### config.mk
export PLATFORM = sky130hd
export DESIGN_NAME = rsa_decrypt_sqm_flat
export DESIGN_NICKNAME = d
export VERILOG_FILES = /design/src/rtl/rsa_decrypt_sqm_if.sv /design/src/rtl/rsa_decrypt_sqm.sv /design/src/flat_wrapper.sv
export SDC_FILE = /design/constraint.sdc
export NUM_CORES = 1
export LEC_CHECK = 0
export CAP_MARGIN = 20
export CORE_UTILIZATION = 55
export CTS_CLUSTER_DIAMETER = 30
export DETAILED_ROUTE_END_ITERATION = 6
export GPL_TIMING_DRIVEN = 0
export HOLD_SLACK_MARGIN = 0.15
export PLACE_DENSITY = 0.77
export SYNTH_ARGS = -nofsm -noshare
export SYNTH_HDL_FRONTEND = slang
export SYNTH_SLANG_ARGS = --single-unit
### constraint.sdc
create_clock -name clk -period 11.09 [get_ports clk]
set_clock_uncertainty 0.1 [all_clocks]
set_input_delay 2.218 -clock clk [delete_from_list [all_inputs] [get_ports clk]]
set_output_delay 2.218 -clock clk [all_outputs]
set_load 0.02 [all_outputs]
### src/rtl/rsa_decrypt_sqm_if.sv
`default_nettype none
// ============================================================================
// Module   : rsa_decrypt_sqm_if
// Purpose  : Request/response bundle for the square-and-multiply RSA
//            decryptor. The requester drives start/c/d/n and receives
//            m/finish/busy/err back.
// Revision : 1.0 - initial release
// ============================================================================
interface rsa_decrypt_sqm_if #(
  parameter int WIDTH = 8
);
  logic                 start;
  logic [2*WIDTH-1:0]   c;
  logic [2*WIDTH-1:0]   d;
  logic [2*WIDTH-1:0]   n;
  logic [2*WIDTH-1:0]   m;
  logic                 finish;
  logic                 busy;
  logic                 err;

  modport master (output start, c, d, n, input  m, finish, busy, err);
  modport slave  (input  start, c, d, n, output m, finish, busy, err);
endinterface
`default_nettype wire

### src/rtl/rsa_decrypt_sqm.sv
`default_nettype none
// ============================================================================
// Module   : rsa_decrypt_sqm
// Purpose  : m = c^d mod n by left-to-right square-and-multiply over every
//            bit of d (MSB first). Each modular product is an interleaved
//            shift-add reduction taking exactly L = 2*WIDTH cycles.
// Options  : RSA_DECRYPT_CONST_TIME_EN - run the multiply step for every
//            exponent bit and discard it for zero bits, so timing no longer
//            depends on the popcount of d.
// Revision : 1.0 - initial release
// ============================================================================
module rsa_decrypt_sqm #(
  parameter int WIDTH = 8
) (
  input  logic              clk,
  input  logic              rst_n,
  rsa_decrypt_sqm_if.slave  bus
);

  localparam int L     = 2 * WIDTH;
  localparam int IDX_W = $clog2(L);
  localparam int P_W   = L + 2;
  localparam logic [IDX_W-1:0] C_LAST = IDX_W'(L - 1);
  localparam logic [L-1:0]     C_ONE  = L'(1);
  localparam logic [L-1:0]     C_TWO  = L'(2);

  typedef enum logic [1:0] {
    S_IDLE = 2'd0,
    S_SQR  = 2'd1,
    S_MUL  = 2'd2,
    S_DONE = 2'd3
  } state_t;

  state_t           r_state;
  logic [L-1:0]     r_c;
  logic [L-1:0]     r_d;
  logic [L-1:0]     r_n;
  logic [L-1:0]     r_acc;
  logic [L-1:0]     r_m;
  logic [IDX_W-1:0] r_idx;
  logic [IDX_W-1:0] r_cnt;
  logic [P_W-1:0]   r_prod;
  logic             r_finish;
  logic             r_busy;
  logic             r_err;

  logic             w_mbit;
  logic [P_W-1:0]   w_n_ext;
  logic [P_W-1:0]   w_sum;
  logic [P_W-1:0]   w_sub1;
  logic [P_W-1:0]   w_res;

  // One shift-add reduction step. The multiplicand is always acc (< n), so
  // 2r + acc < 3n and two conditional subtractions bring the result below n.
  // The multiplier is acc for squaring and the latched ciphertext for MUL.
  always_comb begin
    w_mbit  = (r_state == S_SQR) ? r_acc[r_cnt] : r_c[r_cnt];
    w_n_ext = {2'b00, r_n};
    w_sum   = (r_prod << 1) + (w_mbit ? {2'b00, r_acc} : {P_W{1'b0}});
    w_sub1  = (w_sum  >= w_n_ext) ? (w_sum  - w_n_ext) : w_sum;
    w_res   = (w_sub1 >= w_n_ext) ? (w_sub1 - w_n_ext) : w_sub1;
  end

  // Control FSM and datapath registers; all outputs are registered here.
  always_ff @(posedge clk or negedge rst_n) begin
    if (!rst_n) begin
      r_state  <= S_IDLE;
      r_c      <= '0;
      r_d      <= '0;
      r_n      <= '0;
      r_acc    <= '0;
      r_m      <= '0;
      r_idx    <= '0;
      r_cnt    <= '0;
      r_prod   <= '0;
      r_finish <= 1'b0;
      r_busy   <= 1'b0;
      r_err    <= 1'b0;
    end else begin
      r_finish <= 1'b0;
      case (r_state)
        S_IDLE: begin
          if (bus.start) begin
            r_c    <= bus.c;
            r_d    <= bus.d;
            r_n    <= bus.n;
            r_acc  <= C_ONE;
            r_idx  <= C_LAST;
            r_cnt  <= C_LAST;
            r_prod <= '0;
            r_busy <= 1'b1;
            if (bus.n < C_TWO) begin
              r_err   <= 1'b1;
              r_state <= S_DONE;
            end else begin
              r_err   <= 1'b0;
              r_state <= S_SQR;
            end
          end
        end

        S_SQR: begin
          if (r_cnt == '0) begin
            r_acc  <= w_res[L-1:0];
            r_prod <= '0;
            r_cnt  <= C_LAST;
`ifdef RSA_DECRYPT_CONST_TIME_EN
            r_state <= S_MUL;
`else
            if (r_d[r_idx]) begin
              r_state <= S_MUL;
            end else if (r_idx == '0) begin
              r_state <= S_DONE;
            end else begin
              r_idx   <= r_idx - 1'b1;
              r_state <= S_SQR;
            end
`endif
          end else begin
            r_prod <= w_res;
            r_cnt  <= r_cnt - 1'b1;
          end
        end

        S_MUL: begin
          if (r_cnt == '0) begin
`ifdef RSA_DECRYPT_CONST_TIME_EN
            // Product computed unconditionally; kept only for set bits.
            if (r_d[r_idx]) begin
              r_acc <= w_res[L-1:0];
            end
`else
            r_acc <= w_res[L-1:0];
`endif
            r_prod <= '0;
            r_cnt  <= C_LAST;
            if (r_idx == '0) begin
              r_state <= S_DONE;
            end else begin
              r_idx   <= r_idx - 1'b1;
              r_state <= S_SQR;
            end
          end else begin
            r_prod <= w_res;
            r_cnt  <= r_cnt - 1'b1;
          end
        end

        S_DONE: begin
          r_m      <= r_err ? '0 : r_acc;
          r_finish <= 1'b1;
          r_busy   <= 1'b0;
          r_state  <= S_IDLE;
        end

        default: r_state <= S_IDLE;
      endcase
    end
  end

  assign bus.m      = r_m;
  assign bus.finish = r_finish;
  assign bus.busy   = r_busy;
  assign bus.err    = r_err;

endmodule
`default_nettype wire

### src/flat_wrapper.sv
// flat-port wrapper written by rule: the top's interface ports become plain ports
module rsa_decrypt_sqm_flat 
#(
  parameter int WIDTH = 8
)
  (clk, rst_n, bus_start, bus_c, bus_d, bus_n, bus_m, bus_finish, bus_busy, bus_err);
  rsa_decrypt_sqm_if #(.WIDTH(WIDTH)) bus_i ();
  input  logic clk;
  input  logic rst_n;
  input wire logic [$bits(bus_i.start)-1:0] bus_start;
  input wire logic [$bits(bus_i.c)-1:0] bus_c;
  input wire logic [$bits(bus_i.d)-1:0] bus_d;
  input wire logic [$bits(bus_i.n)-1:0] bus_n;
  output wire logic [$bits(bus_i.m)-1:0] bus_m;
  output wire logic [$bits(bus_i.finish)-1:0] bus_finish;
  output wire logic [$bits(bus_i.busy)-1:0] bus_busy;
  output wire logic [$bits(bus_i.err)-1:0] bus_err;
  assign bus_i.start = bus_start;
  assign bus_i.c = bus_c;
  assign bus_i.d = bus_d;
  assign bus_i.n = bus_n;
  assign bus_m = bus_i.m;
  assign bus_finish = bus_i.finish;
  assign bus_busy = bus_i.busy;
  assign bus_err = bus_i.err;
  rsa_decrypt_sqm #(.WIDTH(WIDTH)) u_core (.clk(clk), .rst_n(rst_n), .bus(bus_i));
endmodule
Run 1, sequential cells colored by netlist name:
Scale bar: 20 µm. Other sequential cells in the stronger gray, the rest of the logic in the fainter gray.
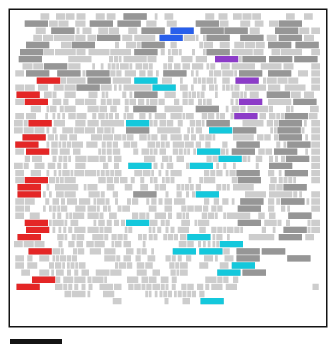
name in the netlist	color	flops
u_core.r_n	red	16
u_core.r_state	blue	2
u_core.r_prod	cyan	17
u_core.r_cnt	purple	4
not colored	71

Run 1, placed cells, one color a class:
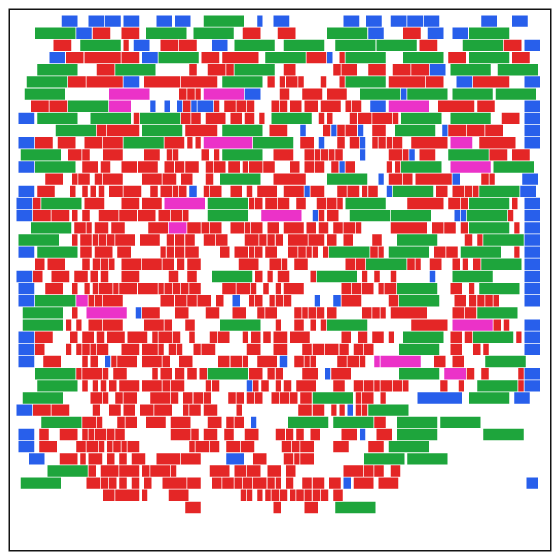
class	color	cells	share of their area
combinational and other logic	red	659	55%
clock drivers and dummy loads	magenta	16	3.6%
other buffers and delay cells	blue	108	9.9%
flops	green	110	31%
sequential cell area share: 0.305
Core Area: 13800 µm²
cell area after layout: 9020 µm²

==> CHANGELOG.md, run 1 <==
## Implementation

- Top Layout Cells: 110 x dfrtp_1, 68 x clkdlybuf4s50_1, 67 x nand2_1, 60 x mux2_2, 57 x o21ai_0
- Antenna violations before repair: 0
- Critical Path Source Type: flip-flop
- Cts-stage hold buffer count: 0
- Most frequent logic cell in the layout: dfrtp_1
- Distinct lib cells used: 61
- Fin nets: 995
- I/O Buffers: 69
- Non-Clock Buffer Count: 108
- Total track usage: 0.279
- Min-Delay Endpoint: u_core.r_c[11]
- Clock buffer depth: 2
- Critical path arrival: 10.46 ns
- Status: complete, no violations
- Post-cts sizing count: 0
- Crit-path leading delay family: AND-OR/OR-AND gates
- Final GP Congestion: 0.950
- Synth mux share: 0.142
- Max Slew Vio Count: 0
- Via count: 6520
- Worst Min Path Start: u_core.r_c[11]
- I/O pins: 70
- Buf/Inv on CP: 6
- Tcrit/Tclk final: 0.928
- Yosys Warn Count: 0
- Hold Path Stages: 1
- Area of the mapped netlist: 7760 µm²
- Clock Sinks: 110
- Post-DP HPWL: 15.0 mm
- Reg2Reg Setup Slack: 0.80 ns
- Width of the die: 121 µm
- Simple share: 0.153
- Invs w/o clock: 50
- Top_reg_cell synth: dfrtp_1
- Setup slack at placement: 0.930 ns
- Data required, critical path: 11.25 ns
- Final hold viol count: 0
- Post-CTS Setup Bufs: 0
- Post-route ant nets: 0
Run 1, drive-strength map:
Scale bar: 20 µm.
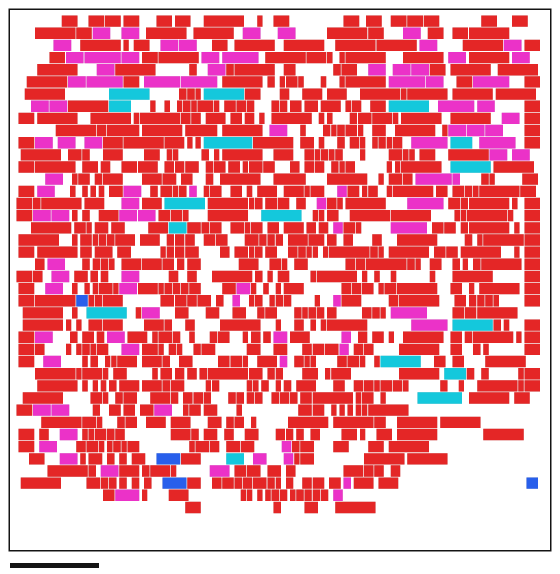
size	color	cells	most used
_6 and larger	cyan	16	clkbuf_16
_3 and _4 cells	blue	4	mux2_4
_2 cells	magenta	94	mux2_2
_0 and _1 cells	red	779	dfrtp_1

Run 1, the clock network:
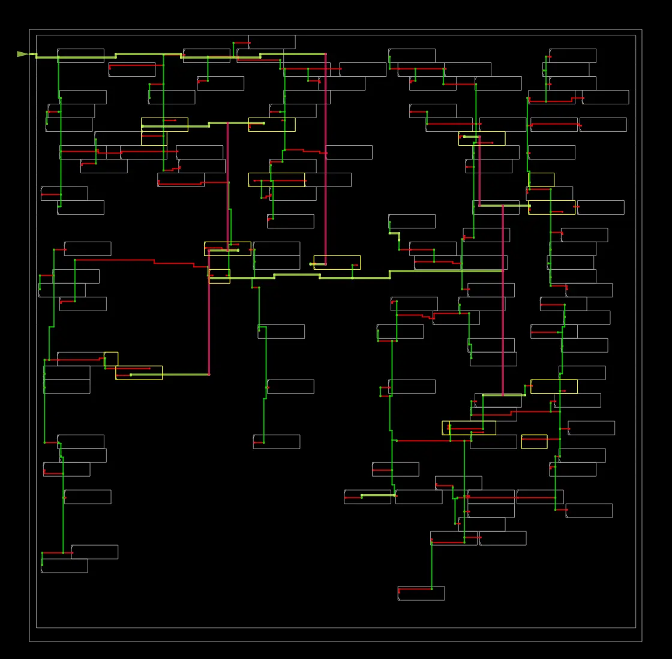
Layout clock buffers: 13
clk_lat worst skew: 0.36 ns

[run 1: metal layers]
metal / track usage / share of wire
met5: 0 / 0
met4: 0.100 / 0.027
met3: 0.0462 / 0.061
met2: 0.441 / 0.46
met1: 0.388 / 0.45
[run 1: cell usage after synthesis, types with 5 or more instances]
master    number
or3_1          6
nor2b_1       20
a211oi_1       8
buf_2          6
a21oi_1       50
nand3b_1      17
mux4_2        15
o211ai_1      18
nand2_1       67
xor2_1        11
o31ai_1       10
inv_1         50
a21o_1        14
nand3_1       13
nor4_1         7
ha_1          53
xnor2_1       30
nand4_1       21
and3_1         5
nand2b_1      11
o21ai_0       57
clkbuf_1      26
mux2_2        60
or2_2          8
buf_1          5
nor3_1        10
nor2_1        31
mux2i_1        6
dfrtp_1      110
[run 1: state kept, by name, indices dropped and copies added (netlist names)]
register	count
u_core.bus.err	1
u_core.r_idx	4
u_core.bus.busy	1
u_core.r_c	16
u_core.r_state	2
u_core.r_n	16
u_core.r_acc	16
u_core.r_prod	17
u_core.bus.m	16
u_core.bus.finish	1
u_core.r_cnt	4
u_core.r_d	16
[run 1: how the worst max path moves through the flow]
stage                     slack (ns)  depth (start not counted)             from                end
after detailed placement        0.93                         36  u_core.r_cnt[0]  u_core.r_prod[16]
after global placement          0.95                         36  u_core.r_cnt[0]  u_core.r_prod[16]
final                           0.80                         36  u_core.r_cnt[0]   u_core.r_prod[1]
after CTS                       0.91                         36  u_core.r_cnt[0]  u_core.r_prod[16]
after floorplan                 2.70                         36  u_core.r_cnt[0]  u_core.r_prod[16]
after global routing            0.31                         36  u_core.r_cnt[0]    u_core.r_acc[2]
Run 1, routed clock nets over the placement:
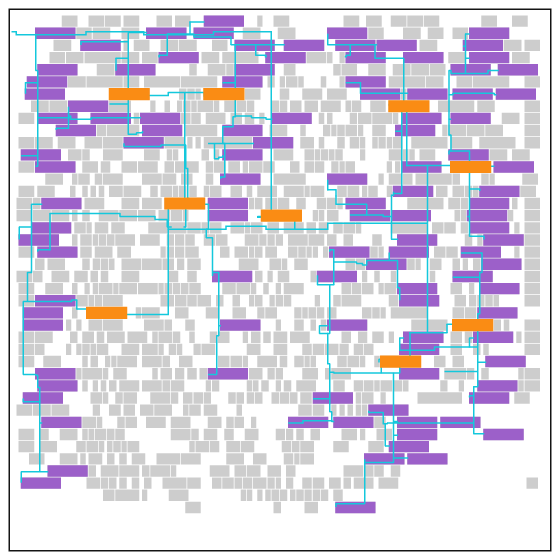

## Run 2: what changed since run 1
GPL_TIMING_DRIVEN = default   (was 0)
Run 2, routed clock nets over the placement:
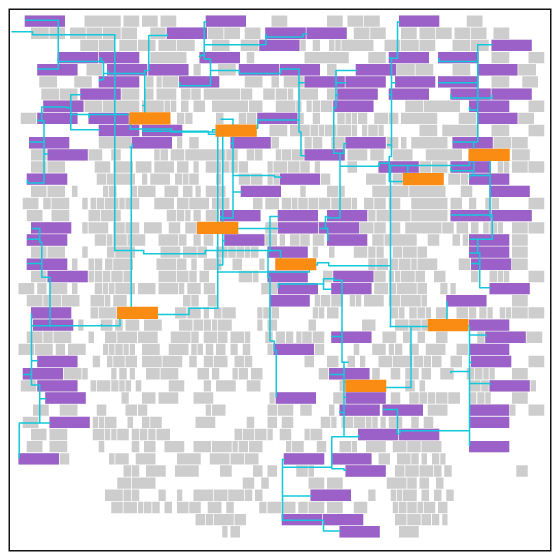
[clock drivers] orange | count: 9
[flip-flops] purple | count: 110
[clock wires] cyan | length: 1350 µm
flops lie	spread over the die
routed clock nets	10

==> run 2 against run 1 <==
Sequential share of layout area rose by 0.38 points. Design area fell by 1.2%. Via count fell by 1.8%.
==> CHANGELOG.md, run 2 <==
## Implementation

- Yosys Warn Count: 0
- Most frequent logic cell in the layout: dfrtp_1
- Max Slew Vio Count: 0
- Critical Path Source Type: flip-flop
- Post-CTS Setup Bufs: 0
- Post-route ant nets: 0
- I/O Buffers: 69
- Final GP Congestion: 0.918
- Clock Sinks: 110
- Simple share: 0.153
- Non-Clock Buffer Count: 79
- Post-DP HPWL: 15.0 mm
- Post-cts sizing count: 0
- Top Layout Cells: 110 x dfrtp_1, 68 x clkdlybuf4s50_1, 66 x nand2_1, 60 x mux2_2, 57 x o21ai_0
- Critical path arrival: 9.35 ns
- Via count: 6400
- Total track usage: 0.282
- Fin nets: 966
- Setup slack at placement: 1.91 ns
- I/O pins: 70
- Cts-stage hold buffer count: 0
- Synth mux share: 0.142
- Max reg flops: 17
- Cell area after layout: 8910 µm²
- Invs w/o clock: 50
- Core Area: 13800 µm²
- Status: complete, no violations
Run 2, placed cells, one color a class:
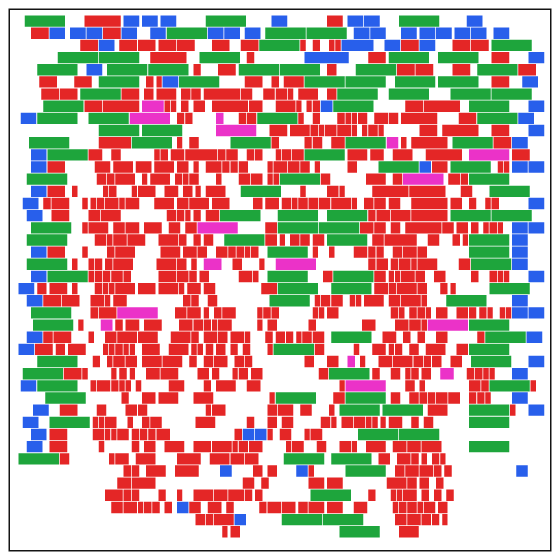
class	color	cells	share of their area
clock drivers and dummy loads	magenta	16	3.3%
flops	green	110	32%
other buffers and delay cells	blue	79	9.2%
combinational and other logic	red	659	56%

==> run 2: cell types whose count changed in the layout (fill, tap and decap cells not counted), sizes merged <==
| cell | before | now |
|---|---|---|
| inv | 51 | 52 |
| buf | 14 | 11 |
| clkinv | 0 | 2 |
| clkbuf | 39 | 10 |
| bufinv | 1 | 0 |
| clkinvlp | 1 | 2 |
==> run 2: path summary, 6_finish.rpt <==
path | start | end | slack (ns) | cells past startpoint
worst max-delay path | u_core.r_cnt[0] | u_core.r_acc[4] | 1.82 | 31
worst min-delay path | u_core.r_c[10] | u_core.r_c[10] | 0.40 | 1
worst max register to register | u_core.r_cnt[0] | u_core.r_acc[4] | 1.82 | 31
worst min register to register | u_core.r_c[10] | u_core.r_c[10] | 0.40 | 1
max in group asynchronous | rst_n | u_core.r_n[14] | 7.92 | 2
min in group asynchronous | rst_n | u_core.bus.m[9] | 1.80 | 1
==> run 2: per-layer routing <==
layer / share of wire / vias up / track usage
met1: 0.46 / 3057 / 0.395
met4: 0.023 / 0 / 0.0934
li1: - / 3065 / -
met3: 0.065 / 37 / 0.0585
met5: 0 / - / 0
met2: 0.45 / 241 / 0.436
==> run 2: worst max-delay path, delay by kind of cell (launching register included) <==
kind	cells	cell delay (ns)
xor gates and xnor gates	1	0.23
buffers and inverters	2	0.46
adders and majority gates	4	1.38
and+or+nand+nor	4	1.07
muxes	4	1.50
DFF	1	0.67
AOI/OAI and AO/OA	16	3.67
Run 2, the clock network:
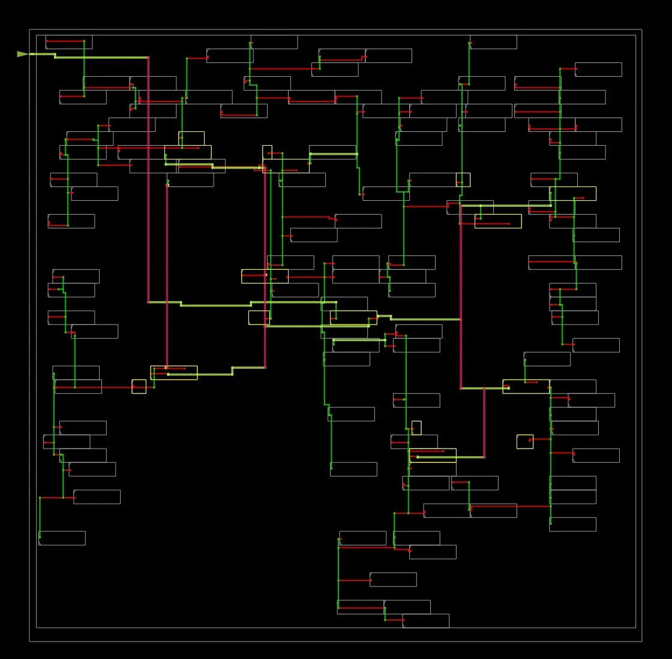

## Run 3: what changed since run 2
CORE_UTILIZATION = 53   (was 55)
clock period = 7.55 ns   (was 11.09 ns; I/O delays follow)
Run 3, the clock network:
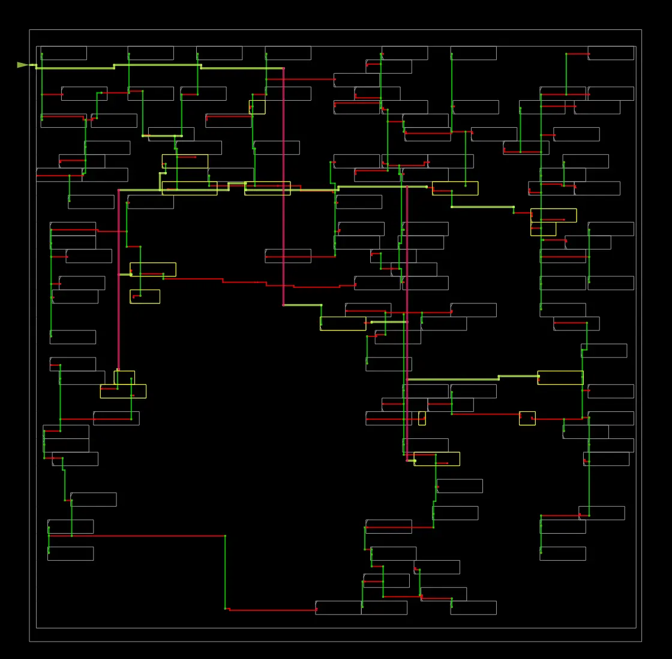
Clock Sinks: 110
CTS Buf Count: 9
flop count: 110
Layout clock buffers: 11

Run 3, placed cells, one color a class:
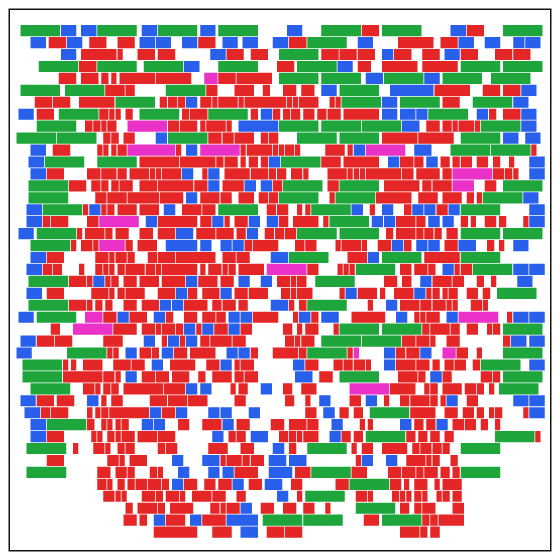
class	color	cells	share of their area
flops	green	110	27%
clock drivers and dummy loads	magenta	16	3.1%
other buffers and delay cells	blue	201	18%
combinational and other logic	red	659	52%
sequential cell area share: 0.263
cell area after layout: 10500 µm²
FP Rows: 43
final core utilization: 0.742
Core Area: 14100 µm²

==> run 3 against run 2 <==
The flow now finishes with violations (setup timing). Wire length rose by 18%. Register-to-register slack worse by 2.0 ns. Critical path depth grew 1. Cell count grew 12%. Die size up 3.7%. Sequential cell count stayed put. Synthesized area stayed put. Design area grew 17%. Largest cell class unchanged.
==> CHANGELOG.md, run 3 <==
## Implementation

- Max Slew Vio Count: 0
- Status: finished, violations left
- Hold Path Stages: 1
- GRT met1 Usage: 0.398
- RR Startpoint: u_core.r_cnt[0]
- Width of the die: 123 µm
- Buf/Inv on CP: 4
- I/O Buffers: 69
- Final setup violation count: 30
- Setup WS post-layout: -0.204 ns
- GR Layer Usage met2: 0.495
- Layer with the highest usage: met2
- Area of the mapped netlist: 7760 µm²
- I/O pins: 70
- Reg2reg end: u_core.r_prod[13]
- Yosys Warn Count: 0
- CP startpoint: u_core.r_cnt[0]
- Worst Min Path Start: u_core.r_n[5]
- Crit-path leading delay family: AND-OR/OR-AND gates
- Post-DP HPWL: 17.2 mm
- Synth mux share: 0.142
- Reg2Reg Setup Slack: -0.20 ns
- Min-Delay Endpoint: u_core.r_n[5]
- Max reg flops: 17
- Via count: 7052
- Failing checks: setup timing
- Antenna violations before repair: 1
- Met3 Routed Length: 1.35 mm
- Top cells by count, synth: 110 x dfrtp_1, 67 x nand2_1, 60 x mux2_2
- M1 wire length: 10.1 mm
- Data required, critical path: 7.71 ns
- Simple share: 0.153
run 3: cell count changes in the layout (fill, tap and decap cells not counted), sizes merged:
| cell | before | now |
|---|---|---|
| buf | 11 | 132 |
| bufinv | 0 | 1 |
| clkbuf | 10 | 12 |
| clkinv | 2 | 1 |
| clkinvlp | 2 | 0 |
| inv | 52 | 53 |
run 3: cell type report:
| cell class | instances | area (µm²) |
|---|---|---|
| clock buffer | 11 | 243 |
| clock inverter | 5 | 75.1 |
| fill | 974 | 3640 |
| inverter | 50 | 188 |
| multi-input combinational | 609 | 5170 |
| sequential | 110 | 2750 |
| tap | 180 | 225 |
| timing repair buffer | 201 | 1810 |
run 3: logic make-up (layout without fill, tap and decap cells):
logic type / Yosys count / after routing
buffers and inverters: 88 / 267
xor gates and xnor gates: 41 / 41
AOI/OAI and AO/OA: 201 / 201
DFF: 110 / 110
and+or+nand+nor: 228 / 228
muxes: 83 / 83
adders and majority gates: 56 / 56
run 3: repair_timing:
| action | in CTS | in global routing |
|---|---|---|
| pin swaps | 20 | 24 |
| setup endpoints to repair | 33 | 33 |
| cloned | 0 | 2 |
| buffers inserted | 9 | 16 |
| hold buffers | 0 | 0 |
| gates resized | 44 | 69 |
run 3: through the flow:
stage / TNS [ns] / std cells / setup slack (ns) / area (µm²)
2_1_floorplan: 0 / 807 / 0.0164 / 7900
3_3_place_gp: -1.49 / 1124 / -0.103 / 9420
3_5_place_dp: -7.62 / 1124 / -0.362 / 9420
4_1_cts: -0.317 / 1148 / -0.0797 / 10000
5_1_grt: -10.49 / 1166 / -0.417 / 10500
6_report: -3.18 / 1166 / -0.204 / 10500
